Fig. 1: gate-type map
Drawn at 4 px/um.
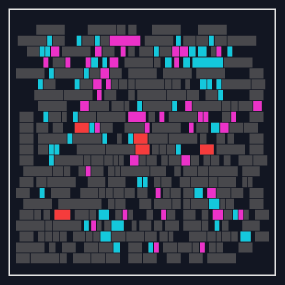
Fig. 2: I/O pins on the die edge
Drawn at 8 px/um. Pins as bars across the die edge, other pins in grey.
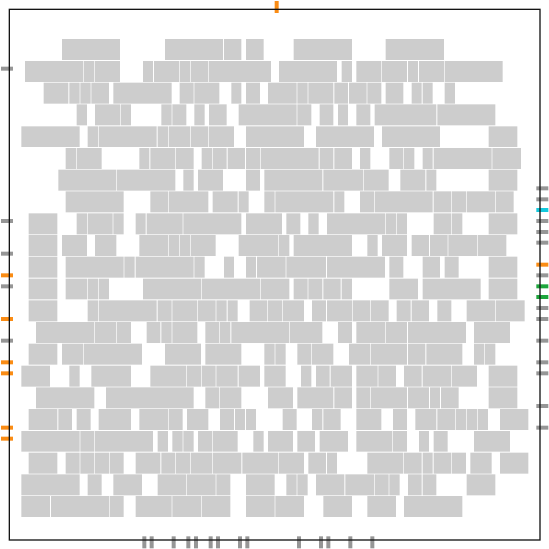
Fig. 3: sequential cells grouped by signal name
Drawn at 4 px/um.
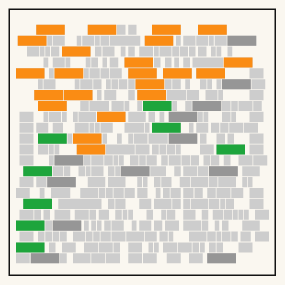
Fig. 4: a small window of the routed layout
Window x 21 to 46, y 7 to 32 um. Cells in grey, sequential cells in the stronger grey; small squares are vias.
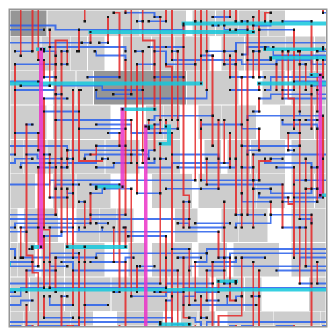
Fig. 5: routing congestion
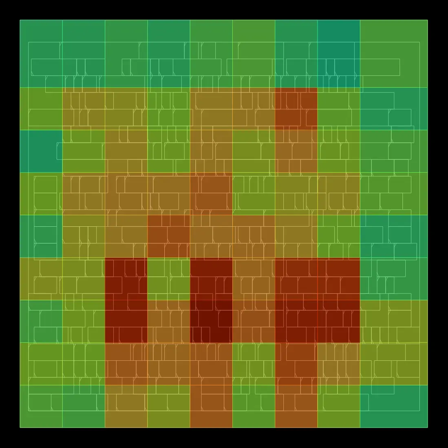
**src/rtl/led_adder_pipe.sv**
```systemverilog
// led_adder_pipe: registered add/sub/accumulate/invert unit with a valid/ready
// handshake and a blink/overflow status LED. Optional macro: LED_ADDER_SATURATE_EN.
module led_adder_pipe #(
    parameter int WIDTH      = 8,
    parameter int BLINK_BITS = 22
) (
    input  logic             clk,
    input  logic             rst_n,
    input  logic             ena,
    input  logic [WIDTH-1:0] a_in,
    input  logic [WIDTH-1:0] b_in,
    input  logic [1:0]       mode,
    input  logic             in_valid,
    output logic             in_ready,
    output logic [WIDTH-1:0] out_data,
    output logic             out_carry,
    output logic             out_valid,
    input  logic             out_ready,
    output logic [WIDTH-1:0] acc_q,
    output logic             led
);

    typedef enum logic [1:0] {
        MODE_ADD = 2'b00,
        MODE_SUB = 2'b01,
        MODE_ACC = 2'b10,
        MODE_NOT = 2'b11
    } mode_e;

    // One extra bit of headroom so the MSB is the carry (ADD/ACC) or borrow (SUB).
    function automatic logic [WIDTH:0] alu_op(
        input logic [1:0]       op,
        input logic [WIDTH-1:0] a,
        input logic [WIDTH-1:0] b,
        input logic [WIDTH-1:0] acc
    );
        logic [WIDTH:0] r;
        r = {(WIDTH+1){1'b0}};
        case (op)
            MODE_ADD: r = {1'b0, a} + {1'b0, b};
            MODE_SUB: r = {1'b0, a} - {1'b0, b};
            MODE_ACC: r = {1'b0, acc} + {1'b0, a};
            MODE_NOT: r = {1'b0, ~a};
            default:  r = {(WIDTH+1){1'b0}};
        endcase
`ifdef LED_ADDER_SATURATE_EN
        if (r[WIDTH]) begin
            if (op == MODE_SUB) begin
                r[WIDTH-1:0] = {WIDTH{1'b0}};
            end else begin
                r[WIDTH-1:0] = {WIDTH{1'b1}};
            end
        end
`endif
        return r;
    endfunction

    logic [WIDTH-1:0]      out_data_q, out_data_d;
    logic                  out_carry_q, out_carry_d;
    logic                  out_valid_q, out_valid_d;
    logic [WIDTH-1:0]      acc_d;
    logic                  sticky_q, sticky_d;
    logic [BLINK_BITS-1:0] cnt_q, cnt_d;
    logic                  led_q, led_d;
    logic                  accept_s;
    logic [WIDTH:0]        res_s;

    // A draining result frees the register in the same cycle it is consumed.
    assign in_ready  = ena & (~out_valid_q | out_ready);
    assign accept_s  = in_valid & in_ready;
    assign res_s     = alu_op(mode, a_in, b_in, acc_q);

    assign out_data  = out_data_q;
    assign out_carry = out_carry_q;
    assign out_valid = out_valid_q;
    assign led       = led_q;

    // Next-state logic for result register, accumulator, sticky flag and blinker.
    always_comb begin
        out_data_d  = out_data_q;
        out_carry_d = out_carry_q;
        out_valid_d = out_valid_q;
        acc_d       = acc_q;
        sticky_d    = sticky_q;
        cnt_d       = cnt_q;
        led_d       = sticky_q | cnt_q[BLINK_BITS-1];

        if (accept_s) begin
            out_data_d  = res_s[WIDTH-1:0];
            out_carry_d = res_s[WIDTH];
            out_valid_d = 1'b1;
            sticky_d    = sticky_q | res_s[WIDTH];
            if (mode == MODE_ACC) begin
                acc_d = res_s[WIDTH-1:0];
            end else begin
                acc_d = acc_q;
            end
        end else if (out_ready) begin
            out_valid_d = 1'b0;
        end else begin
            out_valid_d = out_valid_q;
        end

        if (ena) begin
            cnt_d = cnt_q + {{(BLINK_BITS-1){1'b0}}, 1'b1};
        end else begin
            cnt_d = cnt_q;
        end
    end

    // State registers with synchronous active-low reset.
    always_ff @(posedge clk) begin
        if (!rst_n) begin
            out_data_q  <= {WIDTH{1'b0}};
            out_carry_q <= 1'b0;
            out_valid_q <= 1'b0;
            acc_q       <= {WIDTH{1'b0}};
            sticky_q    <= 1'b0;
            cnt_q       <= {BLINK_BITS{1'b0}};
            led_q       <= 1'b0;
        end else begin
            out_data_q  <= out_data_d;
            out_carry_q <= out_carry_d;
            out_valid_q <= out_valid_d;
            acc_q       <= acc_d;
            sticky_q    <= sticky_d;
            cnt_q       <= cnt_d;
            led_q       <= led_d;
        end
    end

endmodule

```
**config.mk**
```make
export PLATFORM = sky130hd
export DESIGN_NAME = led_adder_pipe
export DESIGN_NICKNAME = d
export VERILOG_FILES = /design/src/rtl/led_adder_pipe.sv
export SDC_FILE = /design/constraint.sdc
export NUM_CORES = 1
export LEC_CHECK = 0
export ABC_CLOCK_PERIOD_IN_PS = 8100
export CORE_UTILIZATION = 59
export CTS_BUF_LIST = sky130_fd_sc_hd__clkbuf_8
export DETAILED_ROUTE_END_ITERATION = 10
export PLACE_DENSITY_LB_ADDON = 0.25
export SLEW_MARGIN = 5
export SYNTH_ARGS = -nofsm -noshare
export SYNTH_HDL_FRONTEND = slang
export SYNTH_SLANG_ARGS = --single-unit
```
**constraint.sdc**
```tcl
create_clock -name clk -period 8.1 [get_ports clk]
set_clock_uncertainty 0.1 [all_clocks]
set_input_delay 1.62 -clock clk [delete_from_list [all_inputs] [get_ports clk]]
set_output_delay 1.62 -clock clk [all_outputs]
set_load 0.01 [all_outputs]
```
==> flow.log <==
[report] implementation figures
INFO  metric outcome = finished clean
INFO  metric timing_hold_violations_final = 0
INFO  metric clkSinkCount = 42
INFO  metric h-tree-depth = 2
INFO  metric top_layer = met4
INFO  metric tool_warnings = 29
INFO  metric cts-buffers-inserted = 5
INFO  metric tritoncts_clock_tree = built
INFO  metric mostFrequentLayoutCells = sky130_fd_sc_hd__dfxtp_1 (42), sky130_fd_sc_hd__clkdlybuf4s50_1 (42), sky130_fd_sc_hd__nor2_1 (36)
INFO  metric routed_wire_length_per_instance = 14.6 um
INFO  metric max_freq = 210 MHz
INFO  metric clk_path_buf_depth = 2
INFO  metric top_level_ports = 43
INFO  metric critical_path.endpoint_type = output port
INFO  metric stdcell_area = 2960 um^2
INFO  metric synth.yosys.warnings = 0
INFO  metric ys_chip_area = 2430 um^2
INFO  metric ys_cells = 299
INFO  metric met1Wirelength = 2590 um
INFO  metric critPathSlowestCell = sky130_fd_sc_hd__clkdlybuf4s50_1
INFO  metric areaGrowthSynthToFinish = 21.9%
INFO  metric grt_setup_unrepaired = false
INFO  metric floorplan.rows = 22
INFO  metric timing.final.setup_violations = 0
INFO  metric grt_first_pass_wirelength = 9490 um
INFO  metric nNetsFinal = 372
INFO  metric drc = 0
INFO  metric worst_setup_path_start_kind = input pin
INFO  metric synth_area_per_cell = 8.12 um^2
INFO  metric arrival_time_at_the_worst_endpoint = 3.05 ns
INFO  metric groute.usage.overall = 28.7%
INFO  metric crit_path_max_incr_delay = 0.68 ns
INFO  metric total_power_divided_by_cell_area = 167 nW/um^2
INFO  metric grt_overflow_total = 0
INFO  metric timing.final.crit_period = 4.77 ns
INFO  metric fillcell_total = 283
INFO  metric floorplan.die_area = 4380 um^2
INFO  metric route.final.wire_length = 5610 um
INFO  metric worstSetupPathType = in2out
INFO  metric vias = 2244
INFO  metric static_leak = 1.16 nW
INFO  metric grt_max_degree = 31
INFO  metric post_cts_resized = 0
INFO  metric timing.critical_path.cells = clkdlybuf4s50_1 > and2_1 > clkdlybuf4s50_1
INFO  metric routed_met2_length = 2500 um
INFO  metric critical-path-top-cell-by-count = sky130_fd_sc_hd__clkdlybuf4s50_1
INFO  metric post_cts_buffers = 0
INFO  metric synth_seq_share = 34.6%
INFO  metric synth_async_sr_flop_share = 0%
INFO  metric synthesis.area = 2430 um^2
INFO  metric vdd_drop_max = 135 uV
INFO  metric number_of_global_route_vias_before_repair = 2105
Notes on Fig. 1 above:
family	colour	cells	most used
nand cells	magenta	40	nand2_1
mux cells	red	5	mux2i_1
nor cells	cyan	51	nor2_1
final instance count without filler cells: 383
logic share of the area: 49.2%

Notes on Fig. 2 above:
port	colour	pins	direction	edge
out_data	orange	8	output	6 left, 1 top, 1 right
led	cyan	1	output	right
mode	green	2	input	right
input/output buffers: 42
Die W: 66.2 um
die y size: 66.2 um

Notes on Fig. 3 above:
signal	colour	sequential cells
out_data	green	8
cnt_q	orange	22

Notes on Fig. 4 above:
layer	colour
M2	red
M4	magenta
M1	blue
M3	cyan
cells with their middle in the window	68
sequential cells in the window	1
netlist names of flops here include	acc_q (1)
most frequent	o21ai_0 (9), inv_1 (7), a21oi_1 (7)

Notes on Fig. 5 above:
busiest layer in global routing: met2
Finished Core Util: 77.9%
met2 demand-to-capacity share in global routing: 47.2%
met3 Usage GRT: 6.21%

stage by stage:
stage	util [%]	std cells	hold slack (ns)	power (mW)
after global placement	74.8	375	0.336	0.319
after global routing	77.9	383	0.393	0.515
after floorplan	-	299	0.322	0.285
after detailed placement	74.8	375	0.336	0.321
after CTS	77.9	383	0.350	0.494
final	77.9	383	0.350	0.495
synth_stat cells (2+ instances only):
cell,count,area [um^2]
sky130_fd_sc_hd__nand4_1,6,37.5
sky130_fd_sc_hd__nor2_1,36,135
sky130_fd_sc_hd__and2_1,4,25.0
sky130_fd_sc_hd__clkbuf_1,10,37.5
sky130_fd_sc_hd__o211ai_1,2,15.0
sky130_fd_sc_hd__ha_1,14,175
sky130_fd_sc_hd__o22ai_1,5,31.3
sky130_fd_sc_hd__nor3_1,6,30.0
sky130_fd_sc_hd__nand2_1,23,86.3
sky130_fd_sc_hd__inv_1,17,63.8
sky130_fd_sc_hd__buf_2,2,10.0
sky130_fd_sc_hd__a211oi_1,7,52.6
sky130_fd_sc_hd__mux2i_1,4,40.0
sky130_fd_sc_hd__xnor2_1,10,87.6
sky130_fd_sc_hd__a21o_1,4,30.0
sky130_fd_sc_hd__or3_1,4,25.0
sky130_fd_sc_hd__nand2b_1,5,31.3
sky130_fd_sc_hd__nor3b_1,4,30.0
sky130_fd_sc_hd__nand3_1,3,15.0
sky130_fd_sc_hd__nor2b_1,2,12.5
sky130_fd_sc_hd__a21oi_1,26,130
sky130_fd_sc_hd__xor2_1,12,105
sky130_fd_sc_hd__a31oi_1,6,37.5
sky130_fd_sc_hd__o21ai_0,23,115
sky130_fd_sc_hd__dfxtp_1,42,841
sky130_fd_sc_hd__a32oi_1,2,17.5
sky130_fd_sc_hd__and4_1,3,26.3
critical path: cells and delay by family:
family        cells  cell delay [ns]
buf+inv           2             1.22
simple gates      1             0.21
kinds of logic (layout without fill, tap and decap cells):
group,Yosys count,count (layout),share of synthesized area [%]
AND-OR/OR-AND,78,78,18.8
AND/OR/NAND/NOR,106,106,23.2
XOR/XNOR,22,22,7.93
flip-flops,42,42,34.6
adder cells (fa/ha/maj),15,15,8.04
buffers and inverters,31,67,5.36
multiplexers,5,5,2.11
report_power, final:
part / internal, mW / switching [mW]
clock network: 0.0940 / 0.0808
logic: 0.0479 / 0.0544
registers: 0.213 / 0.00459
cell type report:
| class | count | area (um^2) | share of cell area [%] |
|---|---|---|---|
| Clock buffer | 5 | 68.8 | 2.32 |
| Clock inverter | 3 | 48.8 | 1.65 |
| Inverter | 17 | 63.8 | 2.16 |
| Multi-Input combinational cell | 226 | 1460 | 49.2 |
| Sequential cell | 42 | 841 | 28.4 |
| Tap cell | 48 | 60.1 | 2.03 |
| Timing Repair Buffer | 42 | 420 | 14.2 |
path summary, 6_finish.rpt:
kind	slack [ns]	endpoint	start
max reg2reg	5.48	acc_q[6]	acc_q[1]
min reg2reg	0.35	sticky_q	sticky_q
max	3.33	in_ready	ena
min	0.35	sticky_q	sticky_q
state kept, by name (all words and copies together) (netlist names):
| signal | flops |
|---|---|
| out_carry | 1 |
| cnt_q | 22 |
| led | 1 |
| acc_q | 8 |
| out_valid | 1 |
| sticky_q | 1 |
| out_data | 8 |
No activity file was given, so power comes from the tool's default toggle rates.
